`config.mk`:
```
export PLATFORM = sky130hd
export DESIGN_NAME = p3_buf_ctrl
export DESIGN_NICKNAME = d
export VERILOG_FILES = /design/src/rtl/p3_buf_ctrl.sv
export SDC_FILE = /design/constraint.sdc
export NUM_CORES = 1
export LEC_CHECK = 0
export CORE_UTILIZATION = 56
export DETAILED_ROUTE_END_ITERATION = 16
export PLACE_DENSITY = 0.85
export SLEW_MARGIN = 5
export SYNTH_ARGS = -nofsm -noshare
export SYNTH_HDL_FRONTEND = slang
export SYNTH_SLANG_ARGS = --single-unit
```
`constraint.sdc`:
```
create_clock -name clk -period 4 [get_ports clk]
set_input_delay 1 -clock clk [delete_from_list [all_inputs] [get_ports clk]]
set_output_delay 1 -clock clk [all_outputs]
set_load 0.03 [all_outputs]
```
`src/rtl/p3_buf_ctrl.sv`:
```
// p3_buf_ctrl: owns the three packet buffers (ping, pang, pong) and hands
// them round snooper -> CPU -> forwarder. Each buffer carries one state; the
// sel outputs are a registered view of those states, so a grant made on one
// edge is visible to the agent on the next edge.
module p3_buf_ctrl #(
  parameter int CNT_WIDTH = 16
) (
  input  logic                 clk,
  input  logic                 rst,
  input  logic                 sn_done,
  input  logic                 cpu_acc,
  input  logic                 cpu_rej,
  input  logic                 fwd_done,
  output logic [1:0]           sn_sel,
  output logic [1:0]           cpu_sel,
  output logic [1:0]           fwd_sel,
  output logic [1:0]           ping_sel,
  output logic [1:0]           pang_sel,
  output logic [1:0]           pong_sel,
  output logic                 sn_rdy,
  output logic                 cpu_rdy,
  output logic                 fwd_rdy,
  output logic [CNT_WIDTH-1:0] acc_cnt,
  output logic [CNT_WIDTH-1:0] rej_cnt
);

  typedef enum logic [2:0] {
    B_FREE, B_SN, B_FILLED, B_CPU, B_ACC, B_FWD
  } buf_st_t;

  buf_st_t          st     [3];
  buf_st_t          st_nxt [3];
  // older[i][j] set means buffer i was filled before buffer j
  logic [2:0][2:0]  older, older_nxt;

  logic       has_sn, has_cpu, has_fwd;
  logic [2:0] sn_gnt, cpu_gnt, fwd_gnt;
  logic       sn_fin, acc_fin, rej_fin, fwd_fin;
  logic [1:0] sn_code, cpu_code, fwd_code;
  logic [1:0] own_code [3];

  // Occupancy, grant arbitration and per-agent/per-buffer codes, all from the
  // current registered state only.
  always_comb begin
    logic ok;
    logic found;
    has_sn   = 1'b0;
    has_cpu  = 1'b0;
    has_fwd  = 1'b0;
    sn_code  = 2'd0;
    cpu_code = 2'd0;
    fwd_code = 2'd0;
    for (int i = 0; i < 3; i++) begin
      own_code[i] = 2'd0;
      if (st[i] == B_SN)  begin has_sn  = 1'b1; sn_code  = 2'(i + 1); own_code[i] = 2'd1; end
      if (st[i] == B_CPU) begin has_cpu = 1'b1; cpu_code = 2'(i + 1); own_code[i] = 2'd2; end
      if (st[i] == B_FWD) begin has_fwd = 1'b1; fwd_code = 2'(i + 1); own_code[i] = 2'd3; end
    end

    // snooper takes the lowest-index free buffer
    sn_gnt = 3'b000;
    found  = 1'b0;
    for (int i = 0; i < 3; i++) begin
      if (!has_sn && !found && st[i] == B_FREE) begin
        sn_gnt[i] = 1'b1;
        found     = 1'b1;
      end
    end

    // CPU and forwarder take the oldest buffer in their input state
    cpu_gnt = 3'b000;
    fwd_gnt = 3'b000;
    for (int i = 0; i < 3; i++) begin
      ok = !has_cpu && (st[i] == B_FILLED);
      for (int j = 0; j < 3; j++)
        if (j != i && st[j] == B_FILLED && !older[i][j]) ok = 1'b0;
      cpu_gnt[i] = ok;
      ok = !has_fwd && (st[i] == B_ACC);
      for (int j = 0; j < 3; j++)
        if (j != i && st[j] == B_ACC && !older[i][j]) ok = 1'b0;
      fwd_gnt[i] = ok;
    end

    // releases only count when the agent actually holds a buffer; reject wins
    sn_fin  = sn_done  && has_sn;
    rej_fin = cpu_rej  && has_cpu;
    acc_fin = cpu_acc  && !cpu_rej && has_cpu;
    fwd_fin = fwd_done && has_fwd;
  end

  // Per-buffer next state and age update; grants and releases touch disjoint
  // states, so all of them can land on the same edge.
  always_comb begin
    older_nxt = older;
    for (int i = 0; i < 3; i++) begin
      st_nxt[i] = st[i];
      case (st[i])
        B_FREE:   if (sn_gnt[i])  st_nxt[i] = B_SN;
        B_SN:     if (sn_fin) begin
                    st_nxt[i] = B_FILLED;
                    for (int j = 0; j < 3; j++) begin
                      if (j != i) begin
                        older_nxt[i][j] = 1'b0;
                        older_nxt[j][i] = 1'b1;
                      end
                    end
                  end
        B_FILLED: if (cpu_gnt[i]) st_nxt[i] = B_CPU;
        B_CPU:    if (rej_fin)    st_nxt[i] = B_FREE;
                  else if (acc_fin) st_nxt[i] = B_ACC;
        B_ACC:    if (fwd_gnt[i]) st_nxt[i] = B_FWD;
        B_FWD:    if (fwd_fin)    st_nxt[i] = B_FREE;
        default:  st_nxt[i] = B_FREE;
      endcase
    end
  end

  // State, age, registered sel view and packet counters.
  always_ff @(posedge clk) begin
    if (rst) begin
      for (int i = 0; i < 3; i++) st[i] <= B_FREE;
      older       <= '0;
      older[0][1] <= 1'b1;
      older[0][2] <= 1'b1;
      older[1][2] <= 1'b1;
      sn_sel      <= 2'd0;
      cpu_sel     <= 2'd0;
      fwd_sel     <= 2'd0;
      ping_sel    <= 2'd0;
      pang_sel    <= 2'd0;
      pong_sel    <= 2'd0;
      acc_cnt     <= '0;
      rej_cnt     <= '0;
    end else begin
      for (int i = 0; i < 3; i++) st[i] <= st_nxt[i];
      older    <= older_nxt;
      sn_sel   <= sn_code;
      cpu_sel  <= cpu_code;
      fwd_sel  <= fwd_code;
      ping_sel <= own_code[0];
      pang_sel <= own_code[1];
      pong_sel <= own_code[2];
      if (acc_fin) acc_cnt <= acc_cnt + CNT_WIDTH'(1);
      if (rej_fin) rej_cnt <= rej_cnt + CNT_WIDTH'(1);
    end
  end

  assign sn_rdy  = |sn_sel;
  assign cpu_rdy = |cpu_sel;
  assign fwd_rdy = |fwd_sel;

endmodule

```
**The metal 4 layer**

(8 px per µm) Supply wires on this layer in grey. Cells faint in the background.
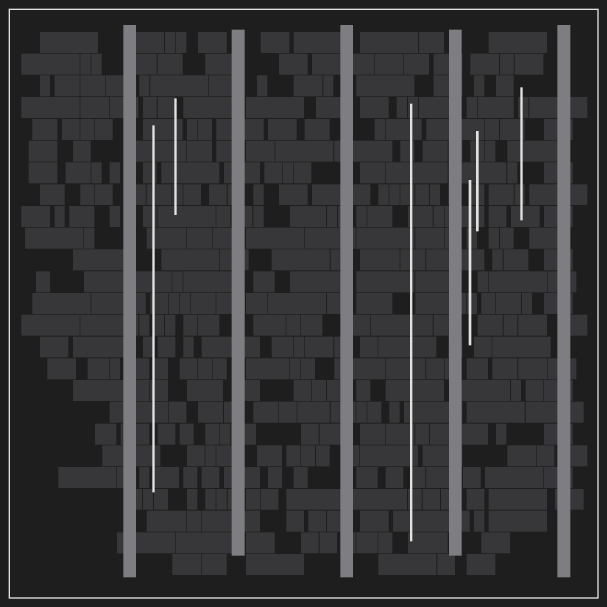
share of all routed wire: 2.6%
main direction: vertical
number of vias in the routed layout: 2457
total length of routed wires: 6309 µm

**Sequential cells coloured by netlist name**

(6 px per µm) Other sequential cells in the stronger grey, the rest of the logic in the fainter grey.
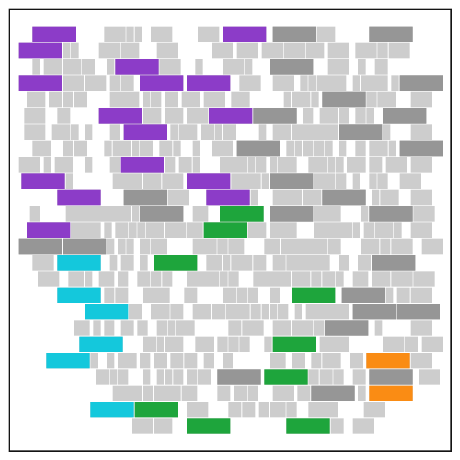
legend:
  acc_cnt:
    colour: purple
    placed_flops: 16
  st:
    colour: green
    placed_flops: 9
  older:
    colour: cyan
    placed_flops: 6
    where: lower left
  fwd_sel:
    colour: orange
    placed_flops: 2
not coloured: 26

**Signal wires by layer**

(6 px per µm)
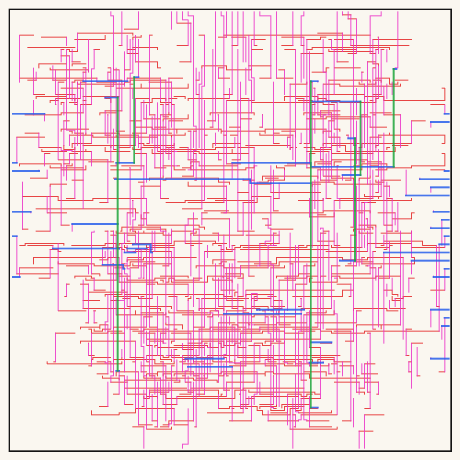
legend:
  met1:
    colour: red
    wire_length: 2810 µm
  met4:
    colour: green
    wire_length: 163 µm
  met2:
    colour: magenta
    wire_length: 3100 µm
  met3:
    colour: blue
    wire_length: 236 µm
average wire per cell in the routed design: 14.27 µm
global-route usage over all layers: 0.2457

==> results.txt <==
Observations from the implementation run.

Run status:
- The flow ran to the end, and the final reports show no timing, DRC or antenna violations.

Route:
- Per the detail_route report, vias per standard cell equal 5.559.
- The run gives the total iterations of the first detailed-routing run as 4.
- The run gives the DRC violation total after the first TritonRoute iteration as around 150.
- The run puts the number of remaining DRC errors at 0.
- Nets still carrying antenna violations after routing amount to 0.

Clock tree:
- The run gives the clock transition at the register clock pins on the worst setup and hold paths after CTS as 60 ps.
- The run gives the number of instances resized during post-cts repair as 0.
- The cell sitting at the root of the clock tree is a clkbuf_8.
- The clock net in this run drives a total of 59 sinks.
- The H-tree generated during clock tree synthesis spans 3 levels.
- The run gives the worst-case clock buffer depth as 2.
- The run puts the clock latency of the later-clocked register in the worst-skew pair at 350 ps.
- Buffers inserted during clock tree synthesis total 9.
- Hold repair after CTS inserted 0 buffers.
- The run puts the number of post-CTS setup repair buffers at 0.
- TritonCTS built the clock tree.

Logic synthesis:
- The cell area that synthesis handed to floorplanning was approximately 2900 µm².
- The synthesis log from Yosys contains 0 warnings.
- The run gives the post-synthesis share of cell area spent on and, or, nand and nor gates as 0.2971.
- The run gives the combinational family with the most area after synthesis as simple AND/OR/NAND/NOR gates.
- Ranked by total cell area, the synthesized netlist is headed by dfxtp_1 (41%), nor2_1 (6.2%), xor2_1 (4.9%).
- The run puts the area share of the leading cell type in the synthesized netlist at 0.4137.
- In this run, the synthesized area fraction spent on adder and majority cells is recorded as 0.008764.
- Post-synth the commonest register cell is dfxtp_1.
- The synthesized netlist was found by Yosys to have 325 cells.
- The run gives the distinct cell type count after synthesis as 52.
- The run gives the number of enable-type register cells in the synthesized netlist as 0.
- The run puts the flop and latch count out of synthesis at roughly 60.
- The run gives the number of instances in the synthesized netlist as roughly 330.
- The run puts the total nets after synthesis at between 300 and 400.
- The run gives the area reported by Yosys stat as 2855 µm².
- The run puts the sequential cell area fraction in the yosys report at 0.4137.
- Ranked by instance count, the synthesized netlist is headed by dfxtp_1 (59), nor2_1 (47), nand2_1 (23), a21oi_1 (19), nor3_1 (17).
- The run puts the share of synthesized area spent on multiplexers at 0.02147.
- Per the post-synthesis stats, the area per cell is 8.785 µm².
- In the synthesized netlist the async set-or-reset flop fraction comes to 0.
- The run gives the cell with the most instances after synthesis as dfxtp_1.
- Per the synthesis report, the AND-OR/OR-AND share of the synthesized area is 0.1266.
- The largest total area in the synthesized netlist belongs to dfxtp_1.
- The run gives the area fraction in xor and xnor cells as 0.08589.

Floorplanning:
- The floorplan report gives the top-level pin count as 53.
- Per the OpenROAD floorplan log, the height of the die is ~73 µm.
- The run gives the core box area as 4817 µm².
- After floorplanning, the core was divided into 25 placement rows.
- The run puts the number of tapcells at between 60 and 70.
- The overall die size recorded for this design is 5388 µm².
- The run puts the width of the die at between 70 and 80 µm.
- The floorplan step records an initial core utilization of 0.5927.

Hold path:
- In this run the worst hold path is classified as reg2reg.
- In this run the most critical hold path is launched from older[5].

Cells and area:
- At the end of the flow, the number of nets in the layout was ~380.
- The run puts the sequential cell count at 59.
- By instance count after routing, the leading logic cell type is dfxtp_1.
- Between the synthesized netlist and the finished layout, the area growth was recorded as 24.01%.
- For this run, the script counts the antenna cells in the layout as 0.
- The layout report gives the register share of total cell area as 0.3336.
- Summing all multi-input logic gate instances after layout gives 1541 µm².
- The run puts the fraction of area in multi-input gates at 0.4353.
- The run gives the area of all sequential standard cells as ~1200 µm².
- The run puts the clock network area share at 0.05442.
- The final layout report lists a filler cell count of 388.
- The run gives the tally of clock buffers in the finished layout as 9.
- The biggest slice of the area belongs to multi-input combinational cells.
- Measured on the final layout, buffering overhead outside the clock network stands at 0.1456.
- The layout contains a multi-input combinational cell count of 241.
- In the final layout, the share of cells above drive strength 1 is 0.09600.
- In the layout the commonest cells are dfxtp_1 (59), clkdlybuf4s50_1 (51), nor2_1 (47).
- The run gives the count of plain and timing-repair buffers as approximately 52.
- Per the layout report, the design carries 7 non-clock inverters.

Setup path:
- According to the timing report, the arrival time at the worst endpoint equals approximately 1500 ps.
- The run gives the total buffers and inverters traversed by the critical path as 1.
- The worst setup path is launched from a flip-flop.
- The run gives the delay of the slowest critical-path stage as 590 ps.
- The timing report attributes the biggest portion of critical-path delay to buffers and inverters.
- The run gives the origin of the worst setup path as sn_sel[1].
- The report lists the cells along the critical path as or2_2 > clkdlybuf4s50_1.
- Looking at the setup timing report, the critical path kind is reg2out.
- The run gives the slowest cell on the critical path as clkdlybuf4s50_1.
- The worst register-to-register path begins at st[0][8].
- The OpenROAD report gives the critical path a required time of 3000 ps.
- The report shows a maximum critical-path fanout of 2.
- STA classifies the critical path endpoint as an output pin.

Global routing:
- The number of antenna violations at the first check in global routing is 0.
- The run gives the remaining global-route overflow as 0.
- The run gives the global-route wire length before repair as a little over 10000 µm.
- The run gives the via count of the first global-routing pass as roughly 2300.
- Entering global routing, the biggest net connects 56 pins.

Timing:
- The run gives the maximum clock frequency as just under 0.4 GHz.
- Per the final report, max-transition violations number 0.
- The critical path in the final layout is reported with a setup slack of around 1500 ps.
- Measured against its own limit, the worst slew margin works out to 0.3611.
- Setup repair after global routing left no endpoint under its margin.
- The run gives the final setup TNS as 0 ps.
- The final timing summary puts the cycle share of the worst path at 0.6358.
- The run gives the transition time at the pin with the least slew margin as around 960 ps.
- On the final layout, the worst clock skew is between 10 and 15 ps.
- The run gives the number of endpoints failing setup at the final stage as 0.
- The run puts the hold violation total from the final report at 0.
- The run gives the clock period minus final worst setup slack as 2543 ps.

Pwr:
- The run gives the power density of the placed cells as 411.1 nW/µm².
- The analysis attributes to cell leakage a power of 1.310 nW.
- VDD sags by at most slightly below 500 µV.

Placed design:
- The run gives the half-perimeter wire length after detailed placement as 4285 µm.
- The run gives the last weighted congestion value of the routability-driven placer as 0.9032.
- The run puts the number of I/O port buffers at 52.
- The run gives the pre-CTS setup slack as between 1000 and 1500 ps.

Run:
- The run gives the number of OpenROAD warnings as 26.
- The run gives the number of max-cap violations as 0.
layer usage:
metal,share of wire,up-vias,global-route usage
li1,-,1212,-
met1,0.45,1161,0.2913
met2,0.49,68,0.4218
met3,0.037,16,0.04527
met4,0.026,0,0.1303
met5,0,-,0
worst register-to-register path: stages (launching register included):
cell and delay, ps:
dfxtp_1 600, and3b_1 300, o31ai_4 440, nor3_1 140
xnor2_1 170, nor2_1 60
where the power goes:
part	total, mW	internal, mW	switching (mW)	leakage (nW)
clock	0.527	0.285	0.242	0.0950
combinational	0.240	0.109	0.132	0.738
sequential	0.689	0.625	0.0635	0.477
cells by family after synthesis:
kind of cell    Yosys count
flops                    59
buf+inv                  25
fa+ha+maj                 2
simple gates            155
compound gates           50
xor+xnor                 28
mux                       6
state kept, by name, indices dropped and copies added, names as in the netlist:
| name | cells |
|---|---|
| fwd_sel | 2 |
| acc_cnt | 16 |
| ping_sel | 2 |
| pang_sel | 2 |
| cpu_sel | 2 |
| older | 6 |
| sn_sel | 2 |
| pong_sel | 2 |
| st | 9 |
| rej_cnt | 16 |
through the flow:
| step | cells | util | hold slack [ps] | instance area (µm²) | total power, mW |
|---|---|---|---|---|---|
| after global routing | 442 | 0.7351 | 498.1 | 3541 | 1.514 |
| final | 442 | 0.7351 | 463.4 | 3541 | 1.456 |
| after CTS | 442 | 0.7351 | 468.6 | 3541 | 1.457 |
| after floorplan | 325 | - | 415.9 | 2855 | 0.8744 |
| after detailed placement | 426 | 0.6951 | 447.7 | 3348 | 0.9366 |
| after global placement | 426 | 0.6951 | 436.3 | 3348 | 0.9297 |
final timing paths:
path	depth (start not counted)	end	slack [ps]
max	2	sn_rdy	1460
min	2	older[5]	460
max reg2reg	5	rej_cnt[10]	2150
min reg2reg	2	older[5]	460
Power and IR drop assume default switching activity.
